$ cat src/rtl/uart_rx_param_if.sv
// uart_rx_param_if
//   Output-side bundle of the UART receiver: the one-entry word buffer and
//   its valid/ready handshake plus the per-word error flags and the overrun
//   pulse.
//   Parameter:
//     DATA_BITS   width of data_out
//   Signals:
//     data_out    received word, right-justified
//     data_valid  data_out/frame_err/parity_err hold a word
//     data_ready  consumer takes the word when data_valid && data_ready
//     frame_err   stop bit(s) sampled low for the held word
//     parity_err  parity mismatch for the held word
//     overrun     one-cycle pulse: a completed frame was dropped
//   Modports:
//     master      receiver side (drives the word, reads data_ready)
//     slave       consumer side
interface uart_rx_param_if #(
  parameter int DATA_BITS = 8
);
  logic [DATA_BITS-1:0] data_out;
  logic                 data_valid;
  logic                 data_ready;
  logic                 frame_err;
  logic                 parity_err;
  logic                 overrun;

  modport master (
    output data_out,
    output data_valid,
    output frame_err,
    output parity_err,
    output overrun,
    input  data_ready
  );

  modport slave (
    input  data_out,
    input  data_valid,
    input  frame_err,
    input  parity_err,
    input  overrun,
    output data_ready
  );
endinterface

$ cat src/rtl/uart_rx_param.sv
// uart_rx_param
//   Parametrised UART receiver. The line is synchronised by two flops, each
//   bit is decided by a 3-sample majority around mid-bit, and a start bit
//   whose vote comes out high is dropped as a glitch. Completed words land
//   in a one-entry buffer presented on a valid/ready handshake.
//   Optional feature macro: UART_RX_PARITY_EN (adds a parity bit after the
//   data bits and drives parity_err; otherwise parity_err is tied low).
//   Parameters:
//     CLKS_PER_BIT  clk cycles per bit (>= 8)
//     DATA_BITS     data bits per frame (5..9)
//     STOP_BITS     1 or 2
//     PARITY_ODD    0 = even, 1 = odd (parity build only)
//   Ports:
//     clk      system clock
//     rst      asynchronous active-high reset
//     rx_in    asynchronous serial line, idle high
//     rx_bus   output word buffer and handshake (master side)
module uart_rx_param #(
  parameter int CLKS_PER_BIT = 5208,
  parameter int DATA_BITS    = 8,
  parameter int STOP_BITS    = 1,
  parameter int PARITY_ODD   = 0
) (
  input  logic            clk,
  input  logic            rst,
  input  logic            rx_in,
  uart_rx_param_if.master rx_bus
);

  localparam int HALF = CLKS_PER_BIT / 2;
  localparam int CW   = $clog2(CLKS_PER_BIT);
  localparam int IW   = $clog2(DATA_BITS);

  localparam logic [CW-1:0] CNT_LO   = CW'(HALF - 1);
  localparam logic [CW-1:0] CNT_MID  = CW'(HALF);
  localparam logic [CW-1:0] CNT_HI   = CW'(HALF + 1);
  localparam logic [CW-1:0] CNT_END  = CW'(CLKS_PER_BIT - 1);
  localparam logic [IW-1:0] IDX_LAST = IW'(DATA_BITS - 1);

  // Reject unsupported parameter sets at elaboration.
  if (CLKS_PER_BIT < 8 || DATA_BITS < 5 || DATA_BITS > 9 ||
      (STOP_BITS != 1 && STOP_BITS != 2) ||
      (PARITY_ODD != 0 && PARITY_ODD != 1)) begin : g_param_check
    $error("uart_rx_param: unsupported parameter set");
  end

`ifdef UART_RX_PARITY_EN
  typedef enum logic [2:0] {S_IDLE, S_START, S_DATA, S_PARITY, S_STOP} state_t;
`else
  typedef enum logic [2:0] {S_IDLE, S_START, S_DATA, S_STOP} state_t;
`endif

  state_t               state_reg, state_next;
  logic [1:0]           sync_reg;
  logic                 rx_s;
  logic [CW-1:0]        cnt_reg;
  logic [IW-1:0]        idx_reg;
  logic                 samp_a_reg, samp_b_reg;
  logic                 bit_reg;
  logic [DATA_BITS-1:0] shift_reg;
  logic                 stop_idx_reg;
  logic                 ferr_acc_reg;
  logic [DATA_BITS-1:0] data_reg;
  logic                 valid_reg, ferr_reg, perr_reg, overrun_reg;
  logic                 at_lo, at_mid, at_hi, at_end;
  logic                 vote, stop_last, frame_done, perr_calc;

  assign rx_s   = sync_reg[1];
  assign at_lo  = (cnt_reg == CNT_LO);
  assign at_mid = (cnt_reg == CNT_MID);
  assign at_hi  = (cnt_reg == CNT_HI);
  assign at_end = (cnt_reg == CNT_END);

  // Majority of the samples at HALF-1, HALF and the live one at HALF+1.
  assign vote = (samp_a_reg & samp_b_reg) | (samp_a_reg & rx_s) | (samp_b_reg & rx_s);

  // With one stop bit the first stop is already the final one.
  assign stop_last = (STOP_BITS == 1) || stop_idx_reg;

`ifdef UART_RX_PARITY_EN
  logic par_reg;
  assign perr_calc = ((^shift_reg) ^ par_reg) != (PARITY_ODD != 0);
`else
  assign perr_calc = 1'b0;
`endif

  always_ff @(posedge clk or posedge rst) begin
    if (rst) begin
      state_reg <= S_IDLE;
    end else begin
      state_reg <= state_next;
    end
  end

  always_comb begin
    state_next = state_reg;
    frame_done = 1'b0;
    case (state_reg)
      S_IDLE: begin
        if (!rx_s) state_next = S_START;
      end
      S_START: begin
        if (at_hi && vote) state_next = S_IDLE;
        else if (at_end)   state_next = S_DATA;
      end
      S_DATA: begin
        if (at_end && idx_reg == IDX_LAST) begin
`ifdef UART_RX_PARITY_EN
          state_next = S_PARITY;
`else
          state_next = S_STOP;
`endif
        end
      end
`ifdef UART_RX_PARITY_EN
      S_PARITY: begin
        if (at_end) state_next = S_STOP;
      end
`endif
      S_STOP: begin
        // Completing at mid-bit lets a new start edge follow right away.
        if (at_hi && stop_last) begin
          frame_done = 1'b1;
          state_next = S_IDLE;
        end
      end
      default: state_next = S_IDLE;
    endcase
  end

  always_ff @(posedge clk or posedge rst) begin
    if (rst) begin
      sync_reg     <= 2'b11;
      cnt_reg      <= '0;
      idx_reg      <= '0;
      samp_a_reg   <= 1'b1;
      samp_b_reg   <= 1'b1;
      bit_reg      <= 1'b1;
      shift_reg    <= '0;
      stop_idx_reg <= 1'b0;
      ferr_acc_reg <= 1'b0;
      data_reg     <= '0;
      valid_reg    <= 1'b0;
      ferr_reg     <= 1'b0;
      perr_reg     <= 1'b0;
      overrun_reg  <= 1'b0;
`ifdef UART_RX_PARITY_EN
      par_reg      <= 1'b0;
`endif
    end else begin
      sync_reg <= {sync_reg[0], rx_in};

      // Bit timer restarts on every state change and at each bit boundary.
      if (state_reg == S_IDLE || state_next != state_reg || at_end) begin
        cnt_reg <= '0;
      end else begin
        cnt_reg <= cnt_reg + 1'b1;
      end

      if (at_lo)  samp_a_reg <= rx_s;
      if (at_mid) samp_b_reg <= rx_s;
      if (at_hi)  bit_reg    <= vote;

      if (state_reg == S_IDLE) begin
        idx_reg      <= '0;
        stop_idx_reg <= 1'b0;
        ferr_acc_reg <= 1'b0;
      end

      // LSB arrives first, so each new bit enters at the top.
      if (state_reg == S_DATA && at_end) begin
        shift_reg <= {bit_reg, shift_reg[DATA_BITS-1:1]};
        idx_reg   <= idx_reg + 1'b1;
      end

`ifdef UART_RX_PARITY_EN
      if (state_reg == S_PARITY && at_end) par_reg <= bit_reg;
`endif

      // First of two stop bits: accumulate its framing result, run full period.
      if (state_reg == S_STOP && !stop_last) begin
        if (at_hi)  ferr_acc_reg <= ferr_acc_reg | ~vote;
        if (at_end) stop_idx_reg <= 1'b1;
      end

      overrun_reg <= 1'b0;
      if (frame_done) begin
        if (!valid_reg || rx_bus.data_ready) begin
          data_reg  <= shift_reg;
          ferr_reg  <= ferr_acc_reg | ~vote;
          perr_reg  <= perr_calc;
          valid_reg <= 1'b1;
        end else begin
          overrun_reg <= 1'b1;
        end
      end else if (valid_reg && rx_bus.data_ready) begin
        valid_reg <= 1'b0;
      end
    end
  end

  assign rx_bus.data_out   = data_reg;
  assign rx_bus.data_valid = valid_reg;
  assign rx_bus.frame_err  = ferr_reg;
  assign rx_bus.parity_err = perr_reg;
  assign rx_bus.overrun    = overrun_reg;

endmodule

$ cat src/flat_wrapper.sv
// flat-port wrapper written by rule: the top's interface ports become plain ports
module uart_rx_param_flat 
#(
  parameter int CLKS_PER_BIT = 5208,
  parameter int DATA_BITS    = 8,
  parameter int STOP_BITS    = 1,
  parameter int PARITY_ODD   = 0
)
  (clk, rst, rx_in, rx_bus_data_out, rx_bus_data_valid, rx_bus_frame_err, rx_bus_parity_err, rx_bus_overrun, rx_bus_data_ready);
  uart_rx_param_if #(.DATA_BITS(DATA_BITS)) rx_bus_i ();
  input  logic clk;
  input  logic rst;
  input  logic rx_in;
  output wire logic [$bits(rx_bus_i.data_out)-1:0] rx_bus_data_out;
  output wire logic [$bits(rx_bus_i.data_valid)-1:0] rx_bus_data_valid;
  output wire logic [$bits(rx_bus_i.frame_err)-1:0] rx_bus_frame_err;
  output wire logic [$bits(rx_bus_i.parity_err)-1:0] rx_bus_parity_err;
  output wire logic [$bits(rx_bus_i.overrun)-1:0] rx_bus_overrun;
  input wire logic [$bits(rx_bus_i.data_ready)-1:0] rx_bus_data_ready;
  assign rx_bus_data_out = rx_bus_i.data_out;
  assign rx_bus_data_valid = rx_bus_i.data_valid;
  assign rx_bus_frame_err = rx_bus_i.frame_err;
  assign rx_bus_parity_err = rx_bus_i.parity_err;
  assign rx_bus_overrun = rx_bus_i.overrun;
  assign rx_bus_i.data_ready = rx_bus_data_ready;
  uart_rx_param #(.CLKS_PER_BIT(CLKS_PER_BIT), .DATA_BITS(DATA_BITS), .STOP_BITS(STOP_BITS), .PARITY_ODD(PARITY_ODD)) u_core (.clk(clk), .rst(rst), .rx_in(rx_in), .rx_bus(rx_bus_i));
endmodule
$ cat config.mk
export PLATFORM = sky130hd
export DESIGN_NAME = uart_rx_param_flat
export DESIGN_NICKNAME = d
export VERILOG_FILES = /design/src/rtl/uart_rx_param_if.sv /design/src/rtl/uart_rx_param.sv /design/src/flat_wrapper.sv
export SDC_FILE = /design/constraint.sdc
export NUM_CORES = 1
export LEC_CHECK = 0
export ABC_CLOCK_PERIOD_IN_PS = 2200
export CAP_MARGIN = 15
export CORE_MARGIN = 8
export CORE_UTILIZATION = 57
export CTS_CLUSTER_DIAMETER = 60
export DETAILED_ROUTE_END_ITERATION = 8
export PLACE_DENSITY = 0.79
export SLEW_MARGIN = 15
export SYNTH_ARGS = -nofsm -noshare
export SYNTH_HDL_FRONTEND = slang
export SYNTH_SLANG_ARGS = --single-unit
export TNS_END_PERCENT = 100
$ cat constraint.sdc
create_clock -name clk -period 2.2 [get_ports clk]
set_input_delay 0.33 -clock clk [delete_from_list [all_inputs] [get_ports clk]]
set_output_delay 0.33 -clock clk [all_outputs]
set_load 0.01 [all_outputs]
==> impl_metrics.tcl <==
# flow metrics
set metrics [dict create \
    fin_setup_tns_ps 0 \
    clkTransAtPathRegs_ps 130 \
    portBuffers 14 \
    pin_count 16 \
    irDropWorstVdd_mv 0.411 \
    p_int_mw 1.06 \
    power_switching_mw 0.307 \
    synth_seq_share 0.527 \
    synth.distinct_cells 38 \
    cts_buffers 5 \
    power_frac_clock 0.369 \
    powerDensity_nw_per_um2 575 \
    crit_path_top_delay_cell "dfrtp_1" \
    openroad.warnings 28 \
    synth-edff-count 0 \
    grtUsageTotal 0.138 \
    drt_iter0_markers 87 \
    core_um2 3550 \
    die_h_um 76 \
    drc 0 \
    p_leak_nw 1.02 \
    flop_cell "dfrtp_1" \
    synth_warnings 0 \
    postRouteAntennaNets 0 \
    fmax_mhz 505 \
    area_leaders "dfrtp_1 (46%), mux2_2 (9.3%), dfstp_2 (6.4%)" \
    drive_gt1_frac 0.225 \
    ctsHoldBuffers 0 \
    root_buffer "clkbuf_4" \
    synthToLayoutAreaGrowth_pct 15.4 \
    yosys.area.top_type_share 0.463 \
    setup_viol 0 \
    vias 1402 \
    cts.sinks 43 \
    critPathMaxStageDelay_ps 460 \
    fp_util 0.578 \
    cts_max_level 2 \
    insertion_delay_ps 370 \
    slew_violations 0 \
    top_area_cell "dfrtp_1" \
    slew_headroom 0.584 \
    firstDrtPassIters 4 \
    cts_tree "done" \
    row_count 22 \
    hpwl_um 2820 \
    seq_power_share 0.595 \
    combPwrFrac 0.036 \
    ys_ff 43 \
    routed_wl_um 3810 \
    end_kind "register" \
    min_path_type "in2async" \
    cp.arrival_ps 2240 \
    fin_crit_sh 0.900 \
    die_area_um2 5780 \
    grt_pass1_vias 1387 \
    reg2reg_depth 5 \
    rsz0062_at_grt "no" \
    cp-start-kind "register" \
    syn_area_um2 2050 \
    antenna_found_initial 0 \
    fin_nets 212 \
    synth.avg_cell_area_um2 11.4 \
    most-common-layout-cells "dfrtp_1 (38), nor2_1 (19), mux2_2 (17)" \
    synthArstFlopShare 1.00 \
    power_mw 1.36 \
    status "complete, no violations" \
    gp_congestion 0.840 \
    worstPathCellList "ha_2, nor4bb_2, nand3_1, a211o_1, a22o_1" \
    max_cap_violations 0 \
    ys_area_um2 2050 \
    largest_reg_flops 13 \
    die_x_um 76 \
    grt_pass1_wl_um 6600 \
    clock_skew_ps 10.5 \
    worst-setup-path-type "reg2reg" \
    crit_fanout 6 \
    grt-ovfl-total 0 \
    viasPerCell 5.56 \
    finalHoldViolCount 0 \
    grt_start_max_net_pins 17 \
    clock_path_buffers 2 \
    post_drt_wl_per_cell_um 15.1 \
    worst_slew_pin_slew_ps 617 \
    required_ps 2460 \
    synth_stat.cells 180 \
    diodes 0 \
    swShare 0.225 \
    synthCells 180 \
    period_needed_ps 1980 \
]
metrics by stage:
| stage | utilization | area (µm²) | cells | setup WS [ps] | hold slack, ps |
|---|---|---|---|---|---|
| 2_1_floorplan | - | 2060 | 181 | 354 | 334 |
| 3_3_place_gp | 0.641 | 2280 | 244 | 258 | 348 |
| 3_5_place_dp | 0.641 | 2280 | 244 | 119 | 348 |
| 4_1_cts | 0.664 | 2360 | 252 | 97.8 | 299 |
| 5_1_grt | 0.667 | 2370 | 252 | 34.6 | 319 |
| 6_report | 0.667 | 2370 | 252 | 220 | 283 |
synthesized netlist by cell type (all sizes together) (5+ instances only):
cell,number
nor4,7
inv,7
mux2,19
nand4,5
ha,5
dfrtp,38
dfstp,5
nand2,11
xnor2,9
o21ai,6
nand3,8
nor3,5
nor2,19
buf,6
power groups by stage:
stage	registers [mW]	clock network [mW]	logic (mW)
after floorplan	0.818	0	0.0369
after global placement	0.824	0	0.0476
after detailed placement	0.825	0	0.0502
after CTS	0.810	0.513	0.0507
after global routing	0.812	0.542	0.0562
final	0.810	0.502	0.0495
per-layer routing:
layer,global-route usage,up-vias,routed length (µm)
met5,0,-,0
met4,0.0490,0,51
met3,0.0460,5,186
met2,0.219,38,1910
met1,0.170,677,1660
li1,-,682,-
final cells by class:
cell class / instances / area (µm²)
fillers: 276 / 1180
flip-flops and latches: 43 / 1080
multi-input cells: 124 / 917
repair buffers: 22 / 200
well taps: 48 / 60.1
clock inverters: 3 / 43.8
clock buffers: 5 / 37.5
inverters: 7 / 26.3
path summary, 6_finish.rpt:
| kind | end | start | slack, ps |
|---|---|---|---|
| setup / recovery | u_core.idx_reg[1]$_DFFE_PP0P_ | u_core.cnt_reg[0]$_DFF_PP0_ | 220 |
| hold / removal | u_core.cnt_reg[0]$_DFF_PP0_ | rst | 280 |
| max in group asynchronous | u_core.sync_reg[1]$_DFF_PP1_ | rst | 1260 |
| setup reg to reg | u_core.idx_reg[1]$_DFFE_PP0P_ | u_core.cnt_reg[0]$_DFF_PP0_ | 220 |
| min in group clk | u_core.sync_reg[0]$_DFF_PP1_ | rx_in | 360 |
| hold reg to reg | u_core.sync_reg[1]$_DFF_PP1_ | u_core.sync_reg[0]$_DFF_PP1_ | 370 |
cells by family (layout without fill, tap and decap cells):
group,after synthesis,after routing,synth area share
buffers and inverters,14,37,0.0317
flip-flops,43,43,0.527
AND-OR/OR-AND,17,17,0.0549
AND/OR/NAND/NOR,70,70,0.202
other,1,2,0.00183
multiplexers,19,19,0.104
adder cells (fa/ha/maj),5,5,0.0305
XOR/XNOR,11,11,0.0470
timing repair:
action                                  CTS  global route
setup buffers                             0             0
gates resized                             0             2
endpoints found under the setup margin    0             1
critical path, delay by kind of cell, from the launching register on:
kind / cells / cell delay, ps
AND-OR/OR-AND: 2 / 580
AND/OR/NAND/NOR: 2 / 560
flip-flops: 1 / 460
adder cells (fa/ha/maj): 1 / 270
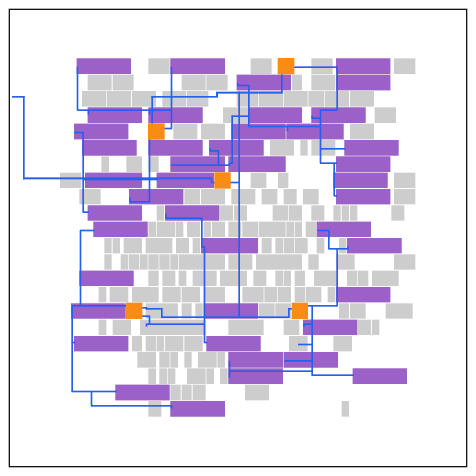
Figure 1: clock distribution.
Drawn at 6 px/µm.
[clock-net drivers] orange | count: 5
[flip-flops] purple | count: 43
[clock wires] blue | length: 493 µm
routed clock nets: 6

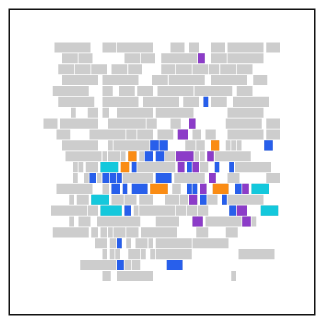
Figure 2: selected gate families.
Drawn at 4 px/µm.
[and/or cells] orange | cells: 5 | most used: and3_1 | where: centre
[nand cells] blue | cells: 28 | most used: nand2_1 | where: centre
[aoi and oai cells] purple | cells: 14 | most used: o21ai_0
[fa/ha/maj cells] cyan | cells: 5 | most used: ha_1
Comb area share: 0.387
Final Non-Filler Cells: 252
Commonest Layout Cell: dfrtp_1

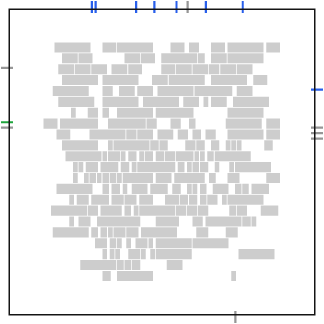
Figure 3: pin map.
Drawn at 4 px/µm. Pins as bars across the die edge, other pins in grey.
[`rx_bus_data_out`] blue | pins: 8 | direction: output | edge: 7 top, 1 right
[`rx_in`] green | pins: 1 | direction: input | edge: left
all pins by edge: 8 top, 4 right, 3 left, 1 bottom

Power and IR drop assume default switching activity.
